$ cat src/rtl/uart_frame_parser.sv
// Reassembles the 12-byte traffic-status frame from the UART RX byte stream.
// Optional inter-byte gap timeout: define UART_FRAME_PARSER_TIMEOUT_EN.
module uart_frame_parser #(
    parameter logic [7:0] HEADER         = 8'hAB,
    parameter int         FRAME_LEN      = 12,
    parameter int         TIMEOUT_CYCLES = 1_000_000
) (
    input  logic       clk,
    input  logic       reset,
    input  logic [7:0] rx_data,
    input  logic       rx_valid,
    output logic [9:0] x_min,
    output logic [9:0] x_max,
    output logic [9:0] y_min,
    output logic [9:0] y_max,
    output logic [4:0] red_time,
    output logic [4:0] green_time,
    output logic       traffic_light,
    output logic       human_violation,
    output logic       car_violation,
    output logic       traffic_amount,
    output logic       frame_valid,
    output logic       frame_err,
    output logic [7:0] err_count,
    output logic       busy
);

    typedef enum logic {HUNT, COLLECT} state_t;

    localparam logic [3:0] LAST = 4'(FRAME_LEN - 1);

    state_t     state_q;
    logic [3:0] idx_q;
    logic [4:0] sh_red_q, sh_green_q;
    logic [9:0] sh_xmin_q, sh_xmax_q, sh_ymin_q, sh_ymax_q;
    logic [9:0] x_min_q, x_max_q, y_min_q, y_max_q;
    logic [4:0] red_q, green_q;
    logic [3:0] flags_q;
    logic       fv_q, fe_q;
    logic [7:0] err_cnt_q, err_cnt_d;
    logic       byte_ok;

`ifdef UART_FRAME_PARSER_TIMEOUT_EN
    localparam int GW = $clog2(TIMEOUT_CYCLES + 1);
    logic [GW-1:0] gap_q;
`endif

    // Reserved bits of the fixed-format fields must arrive as zero.
    always_comb begin
        byte_ok = 1'b1;
        case (idx_q)
            4'd1, 4'd2:             byte_ok = (rx_data[7:5] == 3'b0);
            4'd3, 4'd5, 4'd7, 4'd9: byte_ok = (rx_data[7:2] == 6'b0);
            LAST:                   byte_ok = (rx_data[3:0] == 4'b0);
            default:                byte_ok = 1'b1;
        endcase
    end

    assign err_cnt_d = (err_cnt_q == 8'hFF) ? err_cnt_q : err_cnt_q + 8'd1;

    always_ff @(posedge clk or posedge reset) begin
        if (reset) begin
            state_q    <= HUNT;
            idx_q      <= '0;
            sh_red_q   <= '0;
            sh_green_q <= '0;
            sh_xmin_q  <= '0;
            sh_xmax_q  <= '0;
            sh_ymin_q  <= '0;
            sh_ymax_q  <= '0;
            x_min_q    <= '0;
            x_max_q    <= '0;
            y_min_q    <= '0;
            y_max_q    <= '0;
            red_q      <= '0;
            green_q    <= '0;
            flags_q    <= '0;
            fv_q       <= 1'b0;
            fe_q       <= 1'b0;
            err_cnt_q  <= '0;
`ifdef UART_FRAME_PARSER_TIMEOUT_EN
            gap_q      <= '0;
`endif
        end else begin
            fv_q <= 1'b0;
            fe_q <= 1'b0;
            case (state_q)
                HUNT: begin
                    if (rx_valid && rx_data == HEADER) begin
                        state_q <= COLLECT;
                        idx_q   <= 4'd1;
`ifdef UART_FRAME_PARSER_TIMEOUT_EN
                        gap_q   <= '0;
`endif
                    end
                end
                COLLECT: begin
                    if (rx_valid) begin
`ifdef UART_FRAME_PARSER_TIMEOUT_EN
                        gap_q <= '0;
`endif
                        if (!byte_ok) begin
                            fe_q      <= 1'b1;
                            err_cnt_q <= err_cnt_d;
                            state_q   <= HUNT;
                            idx_q     <= '0;
                        end else if (idx_q == LAST) begin
                            x_min_q <= sh_xmin_q;
                            x_max_q <= sh_xmax_q;
                            y_min_q <= sh_ymin_q;
                            y_max_q <= sh_ymax_q;
                            red_q   <= sh_red_q;
                            green_q <= sh_green_q;
                            flags_q <= rx_data[7:4];
                            fv_q    <= 1'b1;
                            state_q <= HUNT;
                            idx_q   <= '0;
                        end else begin
                            idx_q <= idx_q + 4'd1;
                            case (idx_q)
                                4'd1:  sh_red_q         <= rx_data[4:0];
                                4'd2:  sh_green_q       <= rx_data[4:0];
                                4'd3:  sh_xmin_q[9:8]   <= rx_data[1:0];
                                4'd4:  sh_xmin_q[7:0]   <= rx_data;
                                4'd5:  sh_xmax_q[9:8]   <= rx_data[1:0];
                                4'd6:  sh_xmax_q[7:0]   <= rx_data;
                                4'd7:  sh_ymin_q[9:8]   <= rx_data[1:0];
                                4'd8:  sh_ymin_q[7:0]   <= rx_data;
                                4'd9:  sh_ymax_q[9:8]   <= rx_data[1:0];
                                4'd10: sh_ymax_q[7:0]   <= rx_data;
                                default: begin
                                end
                            endcase
                        end
                    end
`ifdef UART_FRAME_PARSER_TIMEOUT_EN
                    else if (gap_q == GW'(TIMEOUT_CYCLES - 1)) begin
                        fe_q      <= 1'b1;
                        err_cnt_q <= err_cnt_d;
                        state_q   <= HUNT;
                        idx_q     <= '0;
                        gap_q     <= '0;
                    end else begin
                        gap_q <= gap_q + GW'(1);
                    end
`endif
                end
                default: state_q <= HUNT;
            endcase
        end
    end

    assign x_min           = x_min_q;
    assign x_max           = x_max_q;
    assign y_min           = y_min_q;
    assign y_max           = y_max_q;
    assign red_time        = red_q;
    assign green_time      = green_q;
    assign traffic_light   = flags_q[3];
    assign human_violation = flags_q[2];
    assign car_violation   = flags_q[1];
    assign traffic_amount  = flags_q[0];
    assign frame_valid     = fv_q;
    assign frame_err       = fe_q;
    assign err_count       = err_cnt_q;
    assign busy            = (state_q == COLLECT);

endmodule

$ cat config.mk
export PLATFORM = sky130hd
export DESIGN_NAME = uart_frame_parser
export DESIGN_NICKNAME = d
export VERILOG_FILES = /design/src/rtl/uart_frame_parser.sv
export SDC_FILE = /design/constraint.sdc
export NUM_CORES = 1
export LEC_CHECK = 0
export ABC_AREA = 1
export CAP_MARGIN = 10
export CORE_UTILIZATION = 45
export CTS_CLUSTER_DIAMETER = 150
export DETAILED_ROUTE_END_ITERATION = 8
export PLACE_DENSITY = 0.68
export SYNTH_ARGS = -nofsm -noshare
export SYNTH_HDL_FRONTEND = slang
export SYNTH_SLANG_ARGS = --single-unit
$ cat constraint.sdc
create_clock -name clk -period 5.1 [get_ports clk]
set_clock_uncertainty 0.05 [all_clocks]
set_input_delay 0.51 -clock clk [delete_from_list [all_inputs] [get_ports clk]]
set_output_delay 0.51 -clock clk [all_outputs]
set_load 0.1 [all_outputs]
### Supply network, run 1

The bar under the picture is 20 um long. Pins as bars on the die edge. Tap cells in grey.
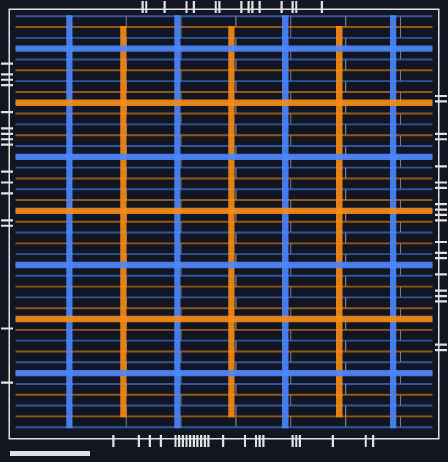
[orange] VDD
[blue] VSS
rows: 38
tap cells: 140

### Placement by cell class, run 1

The bar under the picture is 20 um long.
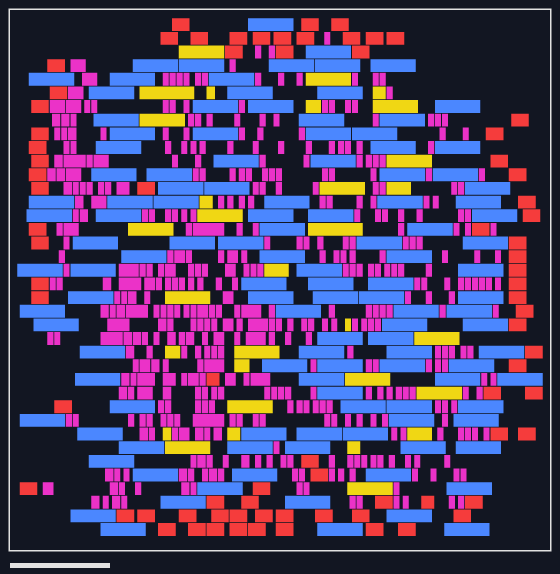
[blue] flip-flops | cells: 119 | share of their area: 48%
[magenta] all other logic | cells: 451 | share of their area: 31%
[yellow] clock drivers and dummy loads | cells: 31 | share of their area: 9.1%
[red] other buffers and delay cells | cells: 77 | share of their area: 12%
design area: 6442 um2
Core Footprint: 10840 um2

### Clock distribution, run 1

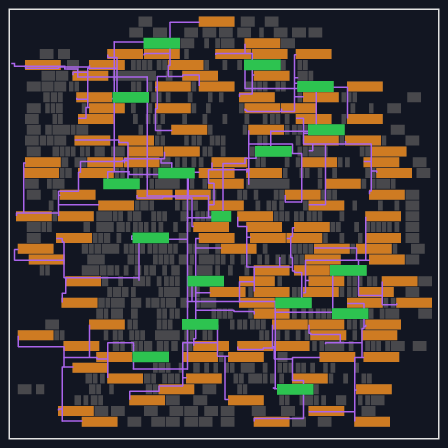
[green] cells driving clock nets | count: 17
[orange] flip-flops | count: 119
[purple] clock wires | length: 1460 um
routed clock nets: 18

### Metal layers overlaid, run 1

The bar under the picture is 20 um long. Only two layers are drawn.
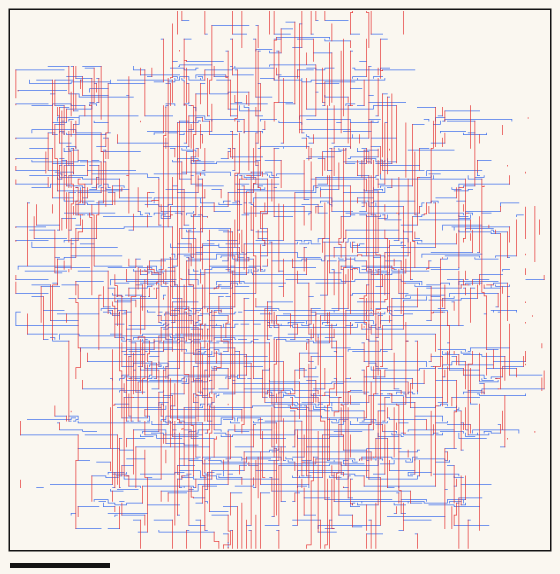
[red] met2 | wire length: 5560 um
[blue] met1 | wire length: 5180 um
drt total wl: 11450 um
Vias: 4038
wire per inst: 13.99 um
gr usage total: 22.03%

==> flow_metrics.tcl, run 1 <==
# place-and-route summary
set metrics [dict create \
    outcome "complete, no violations" \
    pre_cts_ws_ps 2131 \
    simple_gate_share_pct 31.99 \
    nFillCells 972 \
    r2r_cells 9 \
    final-clk-cell-share_pct 8.876 \
    cts_htree_levels 4 \
    ctsHoldBuffers 0 \
    hold_violations 0 \
    portBuffers 75 \
    cap_violations 0 \
    vdd.ir_drop.worst_v 0.0002153 \
    comb_share_pct 28.57 \
    maxSlewHeadroom_pct 33.24 \
    fin_cells 818 \
    die_h_um 107.6 \
    largestClassByArea "sequential cells" \
    critPathMaxFanout 6 \
    cp_num_cells 1 \
    n_tap_cell 140 \
    crit_type "flop to output pin" \
    ant_nets 0 \
    wl_met3_um 568 \
    top_area_cell "dfrtp_1" \
    period_needed_ps 2721 \
    edf_count 0 \
    fin_tns_setup_ps 0 \
    vias_per_cell 4.936 \
    fp_util_pct 46.33 \
    power.total_mw 2.626 \
    clock-sinks 119 \
    yosys_cells 589 \
    drive_gt1_share_pct 7.522 \
    post-route-drc-count 0 \
    crit_path_end_kind "output pin" \
    crit_required_ps 4540 \
    syn_area_um2 5022 \
    grt_start_max_net_pins 78 \
]
==> run 1: sequential cells by signal, indices dropped and copies added (netlist names), 4 cells and up <==
name and count:
sh_xmax_q 10, idx_q 4, x_max 10, sh_red_q 5
red_time 5, sh_green_q 5, sh_ymin_q 10, y_min 10
sh_ymax_q 10, err_count 8, sh_xmin_q 10, flags_q 4
y_max 10, green_time 5, x_min 10
==> run 1: power by group through the flow <==
stage	Clock [mW]	Combinational [mW]	Sequential (mW)
2_1_floorplan	0	0.269	1.14
3_3_place_gp	0	0.389	1.10
3_5_place_dp	0	0.404	1.10
4_1_cts	1.15	0.406	1.08
5_1_grt	1.20	0.450	1.10
6_report	1.14	0.405	1.08
==> run 1: worst min path at each step <==
stage / from / end / cells past startpoint
after floorplan: sh_green_q[0] / green_time[0] / 2
after global routing: sh_xmin_q[7] / x_min[7] / 2
after global placement: sh_xmax_q[0] / x_max[0] / 2
final: sh_xmin_q[7] / x_min[7] / 2
after detailed placement: sh_xmin_q[7] / x_min[7] / 2
after CTS: sh_xmin_q[7] / x_min[7] / 2
==> run 1: cells in the final DEF (no fill, tap or decap) <==
master and n:
clkinv_4 3, nor2_2 2, clkbuf_8 3, nand3_1 18, nand3b_1 2, nand3_4 2
ha_1 5, nand3_2 1, nor2_4 6, nand2_1 326, clkinvlp_4 4, bufinv_16 2
xnor2_1 6, o22ai_1 1, o21ai_0 13, clkinv_2 2, a21oi_1 2, nor3_1 2
nor2_1 22, nand2_2 1, inv_2 3, clkdlybuf4s50_1 75, xor2_1 1, nand4_1 9
clkbuf_16 16, inv_4 1, buf_4 2, o21ai_2 3, inv_1 25, dfrtp_1 119
clkbuf_1 1
==> run 1: metal layers <==
layer  track usage (%)  up-vias
met1             28.76     1948
met4             8.904        0
met3             4.843       14
met5                 0        -
met2             35.62      104
li1                  -     1972
### Cell outlines without signal wires, run 1

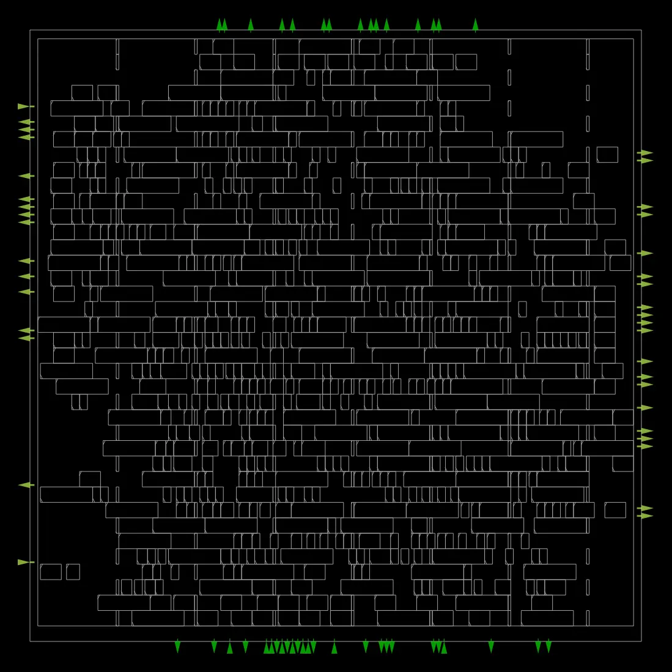

--- run 2 (diff from run 1) ---
--- a/config.mk
+++ b/config.mk
@@ -10,7 +10,7 @@
 export CORE_UTILIZATION = 45
 export CTS_CLUSTER_DIAMETER = 150
 export DETAILED_ROUTE_END_ITERATION = 8
-export PLACE_DENSITY = 0.68
+export PLACE_DENSITY = 0.71
 export SYNTH_ARGS = -nofsm -noshare
 export SYNTH_HDL_FRONTEND = slang
 export SYNTH_SLANG_ARGS = --single-unit
==> constraint.sdc (replaced) <==
create_clock -name clk -period 2.45 [get_ports clk]
set_clock_uncertainty 0.05 [all_clocks]
set_input_delay 0.245 -clock clk [delete_from_list [all_inputs] [get_ports clk]]
set_output_delay 0.245 -clock clk [all_outputs]
set_load 0.1 [all_outputs]
### Cell outlines without signal wires, run 2

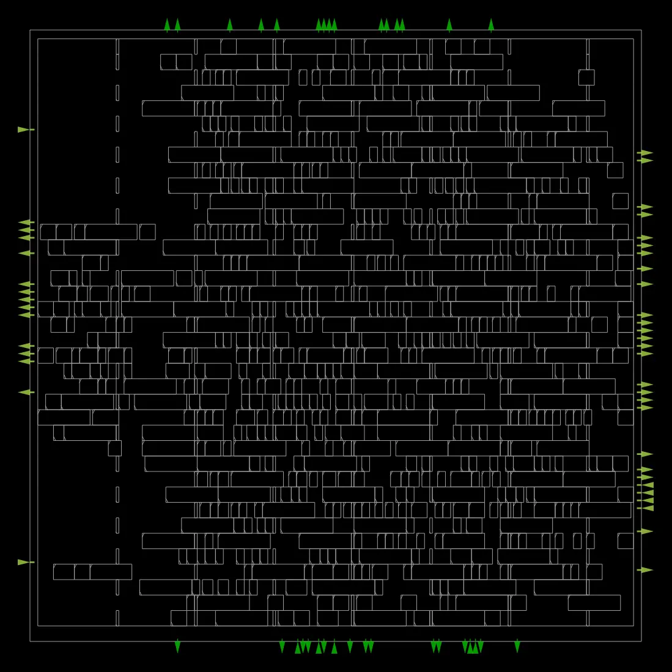
fillcell total: 940
TAP cells: 140
Flop Count: 119

==> run 2 against run 1 <==
  * Register-to-register slack worse by 2400 ps
  * Global-route usage fell by 0.23 points
  * Via count down 0.52%
  * Combinational power up 110%
  * First-iteration DRC count rose by 12%
  * Critical path depth rose by 9
==> flow_metrics.tcl, run 2 <==
# place-and-route summary
set metrics [dict create \
    ctsHoldBuffers 0 \
    finalWorstSetupSlack_ps 156.3 \
    post-route-drc-count 0 \
    die_h_um 107.6 \
    r2r_cells 10 \
    edf_count 0 \
    crit_required_ps 2800 \
    warning_count 31 \
    ctsLongestPathBuffers 2 \
    arrival_ps 2650 \
    critPathMaxFanout 16 \
    synthToLayoutAreaGrowth_pct 26.88 \
    maxSlewViolCount 0 \
    flop_cell "dfrtp_1" \
    die_w_um 107.6 \
    period_needed_ps 2294 \
    power.total_mw 5.416 \
    cap_violations 0 \
    top_area_cell "dfrtp_1" \
    synth-seq-cells 119 \
    r2r_end "sh_xmax_q[4]" \
    vias_per_cell 4.846 \
    numPlacedInstances 797 \
    worst_pin_slew_ps 627.8 \
    stdcell_area_um2 6372 \
    leakagePower_nw 3.529 \
    cts_tree "built" \
    grt_use_total_pct 21.80 \
    portBuffers 75 \
    final_util_pct 58.78 \
    synth_async_sr_flop_share_pct 100.0 \
    synth_area_per_cell_um2 8.527 \
    setup_viol 0 \
    synth_cells 589 \
    pre_cts_ws_ps 67.10 \
    regToRegStartpoint "idx_q[1]" \
    area_leaders "dfrtp_1 59%, nand2_1 24%, inv_1 1.9%, nand3_1 1.8%, nor2_1 1.6%" \
    placeableCoreArea_um2 10840 \
    hold_class "input port to asynchronous set/reset pin" \
    synth_dominant_cell_count "nand2_1" \
    top_cells_by_count "327 x nand2_1, 119 x dfrtp_1, 26 x inv_1" \
    rrSetupSlack_ps 160 \
    fin_cells 829 \
    fin_tns_setup_ps 0 \
    max_freq_ghz 0.4360 \
    clock-sinks 119 \
    switchingPower_mw 1.575 \
    seqPwrFrac_pct 41.7 \
    synthesis.nets 605 \
    rows 38 \
    wire_per_inst_um 13.90 \
    via_count 4017 \
    die-area_um2 11590 \
    rsz0062_at_grt "no" \
    grt_antenna_before_repair 0 \
    ios 76 \
    vdd.ir_drop.worst_v 0.0006387 \
    cts-root-buf "clkbuf_8" \
    crit_path_end_kind "flop" \
    place_congestion 0.8428 \
    final_common_cell "nand2_1" \
    drive_gt1_share_pct 18.43 \
    final_nets 692 \
    maxSlewHeadroom_pct 58.14 \
    crit_start "idx_q[1]" \
    grt_pass1_wl_um 19330 \
    syn_area_um2 5022 \
    layout.cells.most_common_list "325 x nand2_1, 119 x dfrtp_1, 75 x buf_4" \
    cts_htree_levels 4 \
    ant_nets 0 \
    fp_util_pct 46.33 \
    crit_type "flop to flop" \
    holdWs_ps 195.1 \
    yosys_cells 589 \
    routed_wl_um 11530 \
    cts_buffers 17 \
    grt_start_max_net_pins 120 \
    outcome "complete, no violations" \
    ys_types 24 \
    drt_iter0_drc 257 \
    post_dp_cell_area_um2 5809 \
    internal-power_mw 3.841 \
    dp_hpwl_um 7513 \
    path_clk_slew_ps 50 \
    hold_violations 0 \
    start_kind "flop" \
    grt_pass1_vias 3989 \
    yosysWarnings 0 \
]
run 2: cell counts after synthesis:
Identical to the previous run, type by type.
run 2: worst max-delay path: stages, from the launching register on:
cell     delay, ps
dfrtp_1        390
inv_1           90
ha_1           230
o21ai_0        300
nand2_1         80
inv_1           60
nand2_1         80
nand3_4        190
nand4_1        430
nand2_1        190
nand2_1         60
run 2: final cells by class:
class	count	area [um2]
Clock buffer	24	490.5
Multi-Input combinational cell	422	1843
Timing Repair Buffer	87	703.2
Clock inverter	8	70.07
Fill cell	940	4468
Tap cell	140	175.2
Sequential cell	119	2978
Inverter	29	112.6
run 2: kinds of logic after synthesis:
group / after synthesis / synth area share, %
simple gates: 391 / 31.99
compound gates: 19 / 2.143
buf+inv: 48 / 4.110
xor+xnor: 7 / 1.221
fa+ha+maj: 5 / 1.246
flops: 119 / 59.29
run 2: power by group through the flow:
| stage | logic (mW) | registers (mW) | clock network, mW |
|---|---|---|---|
| 2_1_floorplan | 0.561 | 2.37 | 0 |
| 3_3_place_gp | 0.816 | 2.28 | 0 |
| 3_5_place_dp | 0.847 | 2.29 | 0 |
| 4_1_cts | 0.856 | 2.26 | 2.34 |
| 5_1_grt | 0.951 | 2.28 | 2.44 |
| 6_report | 0.851 | 2.26 | 2.30 |
run 2: worst max-delay path by stage:
stage	to	slack, ps
5_1_grt	err_count[6]	2
2_1_floorplan	err_count[2]	100
6_report	sh_xmax_q[4]	160
4_1_cts	err_count[2]	110
3_5_place_dp	err_count[6]	70
3_3_place_gp	sh_xmax_q[4]	160
run 2: per-layer routing:
metal,vias up,global-route usage [%],part of all wire (%)
li1,1987,-,-
met1,1907,28.52,46
met2,113,34.94,48
met3,10,5.630,5.5
met4,0,7.926,0.93
met5,-,0,0
### Placement by cell class, run 2

The bar under the picture is 20 um long.
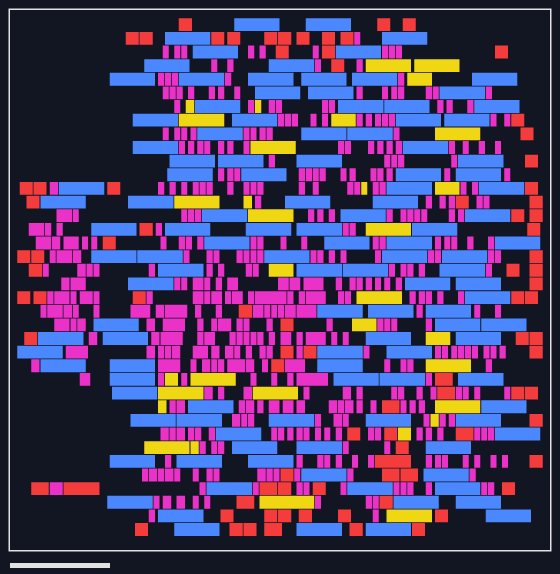

--- run 3 (diff from run 2) ---
--- a/config.mk
+++ b/config.mk
@@ -8,9 +8,11 @@
 export ABC_AREA = 1
 export CAP_MARGIN = 10
 export CORE_UTILIZATION = 45
+export CTS_BUF_LIST = sky130_fd_sc_hd__clkbuf_2
 export CTS_CLUSTER_DIAMETER = 150
 export DETAILED_ROUTE_END_ITERATION = 8
 export PLACE_DENSITY = 0.71
+export SKIP_CTS_REPAIR_TIMING = 1
 export SYNTH_ARGS = -nofsm -noshare
 export SYNTH_HDL_FRONTEND = slang
 export SYNTH_SLANG_ARGS = --single-unit
### Placement by cell class, run 3

The bar under the picture is 20 um long.
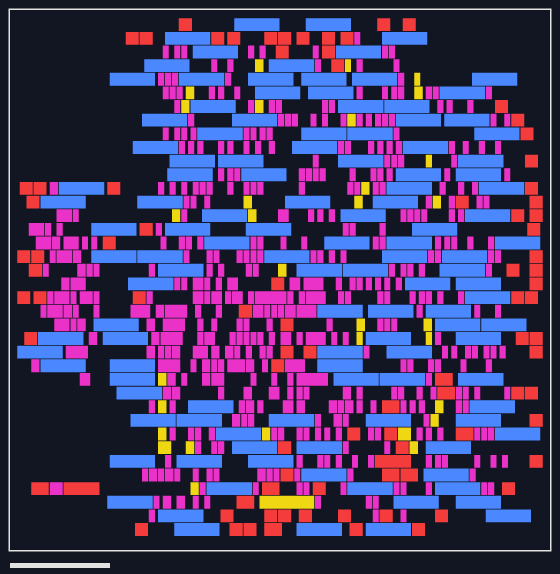
[red] other buffers and delay cells | cells: 88 | share of their area: 12%
[magenta] all other logic | cells: 451 | share of their area: 34%
[yellow] clock drivers and dummy loads | cells: 32 | share of their area: 3.2%
[blue] flip-flops | cells: 119 | share of their area: 51%

==> run 3 against run 2 <==
  * The flow now finishes with violations (hold timing)
  * Sequential cell count unchanged
  * Non-clock buffer count up 1
  * Cell area down 5.8%
  * Register-to-register slack about the same
  * Power down 23%
  * Via count up 0.25%
  * Sequential power about the same
  * Sequential share of layout area up 2.9 points
==> flow_metrics.tcl, run 3 <==
# place-and-route summary
set metrics [dict create \
    outcome "complete, but fails checks" \
    violations "hold timing" \
    ctsLongestPathBuffers 2 \
    warning_count 31 \
    flop_cell "dfrtp_1" \
    critPathMaxStageDelay_ps 430 \
    cp_slowest_cell "dfrtp_1" \
    critPathMaxFanout 16 \
    critPathTopFamily "simple AND/OR/NAND/NOR gates" \
    m1WireLength_um 5131 \
    fp_util_pct 46.33 \
    die_w_um 107.6 \
    period_needed_ps 2282 \
    cap_violations 0 \
    crit_required_ps 2960 \
    vdd.ir_drop.worst_v 0.0006266 \
    routed_wl_um 11230 \
    area_leaders "dfrtp_1 59%, nand2_1 24%, inv_1 1.9%, nand3_1 1.8%, nor2_1 1.6%" \
    maxSlewHeadroom_pct 55.12 \
    final_common_cell "nand2_1" \
    top_layer "met4" \
    final_util_pct 55.38 \
    endpoint "sh_xmax_q[3]" \
    hold_violations 5 \
    seq_area_um2 2978 \
    placeableCoreArea_um2 10840 \
    syn_area_um2 5022 \
    synthToLayoutAreaGrowth_pct 19.53 \
    die-area_um2 11590 \
    pre_cts_ws_ps 67.10 \
    path_clk_slew_ps 150 \
    portBuffers 75 \
    holdWs_ps -16.24 \
    top_cells_by_count "327 x nand2_1, 119 x dfrtp_1, 26 x inv_1" \
    finalWorstSetupSlack_ps 167.8 \
    yosys_cells 589 \
    wl_met3_um 690 \
    synth_cells 589 \
    nFillCells 1012 \
    fin_tns_setup_ps 0 \
    wl_met2_um 5205 \
    clock-sinks 119 \
    regToRegStartpoint "idx_q[1]" \
    worst_pin_slew_ps 673.3 \
    synth_area_per_cell_um2 8.527 \
    ys_types 24 \
    crit_type "flop to flop" \
    grt_pass1_vias 3950 \
    post-route-drc-count 0 \
    r2r_end "sh_xmax_q[3]" \
    maxSlewViolCount 0 \
    cp_num_cells 10 \
    leakagePower_nw 3.377 \
    grt_use_total_pct 21.29 \
    wire_per_inst_um 13.53 \
    crit_chain "inv_1, ha_1, o21ai_0, nand2_1, inv_1, nand2_1, nand3_4, nand4_1, nand2_1, nand2_1" \
    final_nets 693 \
    synth_dominant_cell_count "nand2_1" \
    crit_start "idx_q[1]" \
    synth-seq-cells 119 \
]
==> run 3: cell counts after synthesis <==
No cell type changed its count.
==> run 3: worst min path at each step <==
stage,endpoint,cells past startpoint
global route,y_min[9],3
finish,y_min[9],3
detailed placement,y_min[8],2
CTS,err_count[6],3
floorplan,sh_green_q[4],2
global placement,x_max[8],2
==> run 3: stage by stage <==
stage / cell area, um2 / total power [mW]
4_1_cts: 5993 / 4.185
2_1_floorplan: 5026 / 2.931
3_3_place_gp: 5809 / 3.096
3_5_place_dp: 5809 / 3.135
6_report: 6003 / 4.144
5_1_grt: 6003 / 4.408
==> run 3: final cells by class <==
type | instances | share of cell area [%]
well taps | 140 | 2.918
flip-flops and latches | 119 | 49.60
clock buffers | 19 | 1.584
clock inverters | 13 | 1.480
multi-input cells | 422 | 30.70
repair buffers | 88 | 11.84
inverters | 29 | 1.876
==> run 3: cell families (layout without fill, tap and decap cells) <==
logic type | after synthesis | count (layout) | synth area share (%)
AOI/OAI and AO/OA | 19 | 19 | 2.143
xor gates and xnor gates | 7 | 7 | 1.221
adders and majority gates | 5 | 5 | 1.246
buffers and inverters | 48 | 149 | 4.110
DFF | 119 | 119 | 59.29
and+or+nand+nor | 391 | 391 | 31.99
==> run 3: report_power, final <==
group	switching (mW)	internal (mW)	total [mW]
clock	0.697	0.346	1.04
sequential	0.134	2.12	2.26
combinational	0.602	0.244	0.845
==> run 3: per-layer routing <==
metal | vias up | track usage, %
met1 | 1905 | 27.78
met5 | - | 0
met3 | 21 | 5.811
li1 | 1992 | -
met4 | 0 | 8.121
met2 | 109 | 33.79
==> run 3: worst reg2reg max path: stages, from the launching register on <==
cell and delay, ps:
dfrtp_1 430, inv_1 100, ha_1 230, o21ai_0 290, nand2_1 80, inv_1 60
nand2_1 80, nand3_4 190, nand4_1 430, nand2_1 180, nand2_1 70
No activity file was given, so power comes from the tool's default toggle rates.
